`src/rtl/serial_frame_pkg.sv`:
```
// Shared types and constants for the serial frame transmitter and its matching receiver.
// Frame timing depends on SERIAL_FRAME_TX_PARITY_EN through the parity-bit count passed to frame_cycles.
package serial_frame_pkg;

   typedef enum logic [2:0] {
      IDLE   = 3'd0,
      START  = 3'd1,
      DATA   = 3'd2,
      PARITY = 3'd3,
      STOP   = 3'd4
   } tx_state_e;

   localparam logic IDLE_LEVEL  = 1'b1;
   localparam logic START_LEVEL = 1'b0;

   // Total busy cycles of one frame: start + data + optional parity + stop bits.
   function automatic int unsigned frame_cycles(input int unsigned data_w,
                                                input int unsigned clks_per_bit,
                                                input int unsigned parity_bits);
      return (32'd2 + data_w + parity_bits) * clks_per_bit;
   endfunction

   // Counter width able to hold 0..n-1, never narrower than one bit.
   function automatic int unsigned cnt_width(input int unsigned n);
      if (n > 32'd1) begin
         return $clog2(n);
      end else begin
         return 32'd1;
      end
   endfunction

endpackage

```
`src/rtl/serial_frame_tx_bit_timer.sv`:
```
// Bit-period timer: counts 0..CLKS_PER_BIT-1 and ticks on the last count of each bit.
// Held at zero while restart is high so every bit period starts from a clean count.
module bit_timer
   import serial_frame_pkg::*;
#(
   parameter int unsigned CLKS_PER_BIT = 4
) (
   input  logic clk,
   input  logic rst_n,
   input  logic restart,
   output logic tick
);

   localparam int unsigned   CW   = cnt_width(CLKS_PER_BIT);
   localparam logic [CW-1:0] LAST = CW'(CLKS_PER_BIT - 32'd1);
   localparam logic [CW-1:0] ZERO = CW'(32'd0);
   localparam logic [CW-1:0] ONE  = CW'(32'd1);

   logic [CW-1:0] count_r;

   // Free-running period counter, wrapping on the last count.
   always_ff @(posedge clk) begin
      if (!rst_n) begin
         count_r <= ZERO;
      end else if (restart || (count_r == LAST)) begin
         count_r <= ZERO;
      end else begin
         count_r <= count_r + ONE;
      end
   end

   assign tick = !restart && (count_r == LAST);

endmodule

```
`src/rtl/serial_frame_tx.sv`:
```
// Frame-serializing transmitter: start bit, DATA_W data bits LSB first, optional even parity, stop bit.
// Define SERIAL_FRAME_TX_PARITY_EN to insert the parity bit between the data and stop bits.
module serial_frame_tx
   import serial_frame_pkg::*;
#(
   parameter int unsigned DATA_W       = 8,
   parameter int unsigned CLKS_PER_BIT = 4
) (
   input  logic              input_clock1_clk_1,
   input  logic              input_push_button2_rst_n_2,
   input  logic              input_push_button3_load_3,
   input  logic [DATA_W-1:0] input_bus_data_4,
   output logic              output_led1_tx_0_5,
   output logic              output_led2_busy_0_6,
   output logic              output_led3_done_0_7
);

   localparam int unsigned   IW       = cnt_width(DATA_W);
   localparam logic [IW-1:0] LAST_IDX = IW'(DATA_W - 32'd1);
   localparam logic [IW-1:0] IDX_ZERO = IW'(32'd0);
   localparam logic [IW-1:0] IDX_ONE  = IW'(32'd1);
`ifdef SERIAL_FRAME_TX_PARITY_EN
   localparam tx_state_e AFTER_DATA = PARITY;
`else
   localparam tx_state_e AFTER_DATA = STOP;
`endif

   logic              clk;
   logic              rst_n;
   tx_state_e         state_r;
   tx_state_e         state_s;
   logic [DATA_W-1:0] shift_r;
   logic [DATA_W-1:0] shift_s;
   logic [IW-1:0]     bit_idx_r;
   logic [IW-1:0]     bit_idx_s;
`ifdef SERIAL_FRAME_TX_PARITY_EN
   logic              parity_r;
   logic              parity_s;
`endif
   logic              tx_r;
   logic              busy_r;
   logic              done_r;
   logic              tx_s;
   logic              busy_s;
   logic              done_s;
   logic              accept_s;
   logic              restart_s;
   logic              tick_s;

   assign clk       = input_clock1_clk_1;
   assign rst_n     = input_push_button2_rst_n_2;
   assign accept_s  = (state_r == IDLE) && input_push_button3_load_3;
   // The timer only runs inside a frame, so every state entry sees a fresh count.
   assign restart_s = (state_r == IDLE);

   bit_timer #(
      .CLKS_PER_BIT (CLKS_PER_BIT)
   ) u_bit_timer (
      .clk     (clk),
      .rst_n   (rst_n),
      .restart (restart_s),
      .tick    (tick_s)
   );

   // State register.
   always_ff @(posedge clk) begin
      if (!rst_n) begin
         state_r <= IDLE;
      end else begin
         state_r <= state_s;
      end
   end

   // Next-state logic; bit boundaries are the only transition points inside a frame.
   always_comb begin
      state_s = state_r;
      case (state_r)
         IDLE: begin
            if (input_push_button3_load_3) begin
               state_s = START;
            end else begin
               state_s = IDLE;
            end
         end
         START: begin
            if (tick_s) begin
               state_s = DATA;
            end else begin
               state_s = START;
            end
         end
         DATA: begin
            if (tick_s && (bit_idx_r == LAST_IDX)) begin
               state_s = AFTER_DATA;
            end else begin
               state_s = DATA;
            end
         end
`ifdef SERIAL_FRAME_TX_PARITY_EN
         PARITY: begin
            if (tick_s) begin
               state_s = STOP;
            end else begin
               state_s = PARITY;
            end
         end
`endif
         STOP: begin
            if (tick_s) begin
               state_s = IDLE;
            end else begin
               state_s = STOP;
            end
         end
         default: begin
            state_s = IDLE;
         end
      endcase
   end

   // Shift register, bit index and parity accumulator updates.
   always_comb begin
      shift_s   = shift_r;
      bit_idx_s = bit_idx_r;
`ifdef SERIAL_FRAME_TX_PARITY_EN
      parity_s  = parity_r;
`endif
      if (accept_s) begin
         shift_s   = input_bus_data_4;
         bit_idx_s = IDX_ZERO;
`ifdef SERIAL_FRAME_TX_PARITY_EN
         parity_s  = 1'b0;
`endif
      end else if ((state_r == DATA) && tick_s) begin
         shift_s = shift_r >> 1;
`ifdef SERIAL_FRAME_TX_PARITY_EN
         parity_s = parity_r ^ shift_r[0];
`endif
         if (bit_idx_r == LAST_IDX) begin
            bit_idx_s = IDX_ZERO;
         end else begin
            bit_idx_s = bit_idx_r + IDX_ONE;
         end
      end else begin
         shift_s = shift_r;
      end
   end

   // Output values for the coming cycle, decoded from the state being entered.
   always_comb begin
      tx_s = IDLE_LEVEL;
      case (state_s)
         START:   tx_s = START_LEVEL;
         DATA:    tx_s = shift_s[0];
`ifdef SERIAL_FRAME_TX_PARITY_EN
         PARITY:  tx_s = parity_s;
`endif
         STOP:    tx_s = IDLE_LEVEL;
         default: tx_s = IDLE_LEVEL;
      endcase
      busy_s = (state_s != IDLE);
      done_s = (state_r == STOP) && (state_s == IDLE);
   end

   // Datapath and output registers.
   always_ff @(posedge clk) begin
      if (!rst_n) begin
         shift_r   <= {DATA_W{1'b0}};
         bit_idx_r <= IDX_ZERO;
`ifdef SERIAL_FRAME_TX_PARITY_EN
         parity_r  <= 1'b0;
`endif
         tx_r      <= IDLE_LEVEL;
         busy_r    <= 1'b0;
         done_r    <= 1'b0;
      end else begin
         shift_r   <= shift_s;
         bit_idx_r <= bit_idx_s;
`ifdef SERIAL_FRAME_TX_PARITY_EN
         parity_r  <= parity_s;
`endif
         tx_r      <= tx_s;
         busy_r    <= busy_s;
         done_r    <= done_s;
      end
   end

   assign output_led1_tx_0_5   = tx_r;
   assign output_led2_busy_0_6 = busy_r;
   assign output_led3_done_0_7 = done_r;

endmodule

```
`config.mk`:
```
export PLATFORM = sky130hd
export DESIGN_NAME = serial_frame_tx
export DESIGN_NICKNAME = d
export VERILOG_FILES = /design/src/rtl/serial_frame_pkg.sv /design/src/rtl/serial_frame_tx_bit_timer.sv /design/src/rtl/serial_frame_tx.sv
export SDC_FILE = /design/constraint.sdc
export NUM_CORES = 1
export LEC_CHECK = 0
export CORE_ASPECT_RATIO = 0.7
export CORE_MARGIN = 5
export CORE_UTILIZATION = 40
export DETAILED_ROUTE_END_ITERATION = 6
export SLEW_MARGIN = 10
export SYNTH_ARGS = -nofsm -noshare
export SYNTH_HDL_FRONTEND = slang
export SYNTH_SLANG_ARGS = --single-unit
```
`constraint.sdc`:
```
create_clock -name input_clock1_clk_1 -period 2.6 [get_ports input_clock1_clk_1]
set_input_delay 0.78 -clock input_clock1_clk_1 [delete_from_list [all_inputs] [get_ports input_clock1_clk_1]]
set_output_delay 0.78 -clock input_clock1_clk_1 [all_outputs]
set_load 0.005 [all_outputs]
```
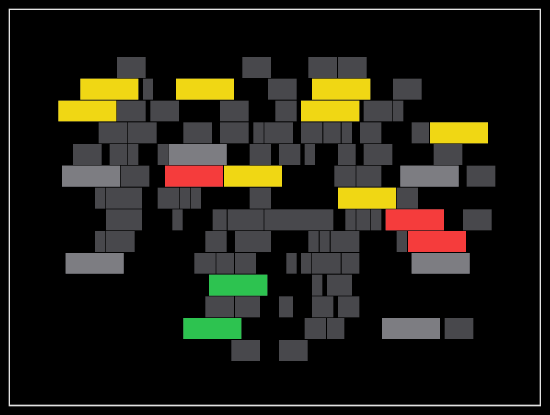
(where the registers sit)
Scale: 8 px per um. Other sequential cells in the stronger gray, the rest of the logic in the fainter gray.
yellow -> `shift_r`  # placed flops 8
red -> `state_r`  # placed flops 3
green -> `u_bit_timer.count_r`  # placed flops 2
not colored = 6

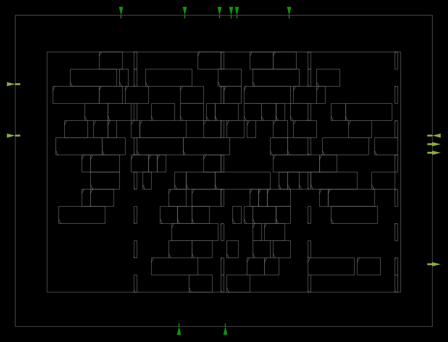
(cell placement)
Final Instance Count excl. Fillers: 132
registers: 19
fin util: 49.0%
Placeable Area: 2140 sq um
n_taps: 32

==> impl_metrics.tcl <==
# collected from the flow reports
set metrics [dict create \
    status "completed" \
    worstPathArrival_ns 2.29 \
    holdWs_ns 0.442 \
    synth-seq-cells 19 \
    logic_family "simple AND/OR/NAND/NOR gates" \
    path_max_fanout 5 \
    r2r_cells 5 \
    r2r_slack_ns 0.60 \
    yosys.cell_types.count 31 \
    synth_area_sq_um 885 \
    root_buffer "clkbuf_4" \
    cts_resized 0 \
    yosys_warnings 0 \
    antenna_found_initial 0 \
    holdPathEnd "u_bit_timer.count_r[0]$_SDFF_PP0_" \
    detailedRoute.firstIterationViolations 12 \
    maxSlewHeadroom_pct 62.7 \
    placed_cells 128 \
    area_growth_pct 18.4 \
    r2r_end "output_led1_tx_0_5$_SDFF_PN1_" \
    first_global_vias 593 \
    drc_errors 0 \
    clock_skew_ns 0.00183 \
    via_per_inst 4.97 \
    dr.pass1.iters 4 \
    htreeDepth 1 \
    gr-total-overflow 0 \
    grt_pass1_wl_um 2790 \
    syn_inst 88 \
    maxCapViolations 0 \
    vias 656 \
    num_rows 14 \
    crit_required_ns 2.79 \
    p_leak_nw 0.437 \
    clk_pin_slew_ns 0.10 \
    cts_setup_buffers 0 \
    nets 115 \
    groute.usage.overall_pct 11.2 \
    top_area_cell "dfxtp_1" \
    hold_path_class "reg -> reg" \
    critPathKind "in -> reg" \
    p_switching_uw 121 \
    syn_area_per_cell_sq_um 10.1 \
    tns_ns 0 \
    hold_buffers 0 \
    peakVddDrop_v 0.000217 \
    floorplan.nets 102 \
    r2r-start "u_bit_timer.count_r[0]$_SDFF_PP0_" \
    ys_area_sq_um 885 \
    ys_seq_share_pct 43.0 \
]
-- cell families (layout without fill, tap and decap cells) --
family,Yosys count,count (layout)
AND/OR/NAND/NOR,35,35
buffers and inverters,7,19
AND-OR/OR-AND,16,16
adder cells (fa/ha/maj),3,3
flip-flops,19,19
multiplexers,8,8
-- power by group through the flow --
stage	Clock [mW]	Combinational [mW]	Sequential, mW
final	0.146	0.0638	0.314
after global routing	0.169	0.0709	0.316
after CTS	0.150	0.0644	0.314
after detailed placement	0	0.0641	0.321
after global placement	0	0.0633	0.321
after floorplan	0	0.0385	0.316
-- placed cells by master, fill, tap and decap left out, types with 2 or more instances in the layout --
master / netlist / routed
a21oi_1: 2 / 2
a22oi_1: 3 / 3
clkbuf_4: 0 / 3
dfxtp_1: 19 / 19
a21boi_0: 2 / 2
and2_1: 2 / 2
ha_1: 3 / 3
nor3b_1: 3 / 3
nor2b_1: 2 / 2
mux2i_1: 8 / 8
nand2_1: 9 / 9
nor2_1: 9 / 9
clkdlybuf4s50_1: 0 / 13
o211a_1: 4 / 4
-- stage by stage --
step / total power [mW] / cell area (sq um) / setup WS, ns
finish: 0.523 / 1050 / 0.499
floorplan: 0.354 / 885 / 0.881
global placement: 0.384 / 1020 / 0.247
detailed placement: 0.385 / 1020 / 0.207
CTS: 0.529 / 1050 / 0.518
global route: 0.556 / 1050 / 0.449
-- area by class of cell --
type,instances,area [sq um],area share [%]
repair buffers,14,138,13.1
inverters,1,3.75,0.358
well taps,32,40.0,3.82
clock buffers,4,26.3,2.51
flip-flops and latches,19,380,36.3
multi-input cells,62,459,43.8
-- worst max-delay path, stage by stage --
cell and delay [ns]:
clkdlybuf4s50_1 0.52, nor4b_4 0.36, nor2_2 0.12, a21o_1 0.21, o31a_1 0.29
-- registers in the layout, summed over array words and instances, names as in the netlist --
signal	flops
output_led3_done_0_7	1
shift_r	8
output_led2_busy_0_6	1
u_bit_timer.count_r	2
bit_idx_r	3
state_r	3
output_led1_tx_0_5	1
-- worst max-delay path by stage --
stage / start / endpoint / slack, ns
after detailed placement: input_push_button3_load_3 / output_led1_tx_0_5$_SDFF_PN1_ / 0.21
after global routing: input_push_button3_load_3 / output_led1_tx_0_5$_SDFF_PN1_ / 0.45
final: input_push_button3_load_3 / output_led1_tx_0_5$_SDFF_PN1_ / 0.50
after floorplan: input_push_button3_load_3 / output_led1_tx_0_5$_SDFF_PN1_ / 0.88
after CTS: input_push_button3_load_3 / output_led1_tx_0_5$_SDFF_PN1_ / 0.52
after global placement: input_push_button3_load_3 / output_led1_tx_0_5$_SDFF_PN1_ / 0.25
-- per-layer routing --
| layer | share of wire (%) | vias up | global-route usage, % |
|---|---|---|---|
| li1 | - | 338 | - |
| met1 | 51 | 301 | 16.0 |
| met2 | 42 | 15 | 15.0 |
| met3 | 6.4 | 2 | 5.07 |
| met4 | 0.63 | 0 | 3.04 |
| met5 | 0 | - | 0 |
Power and IR drop assume default switching activity.
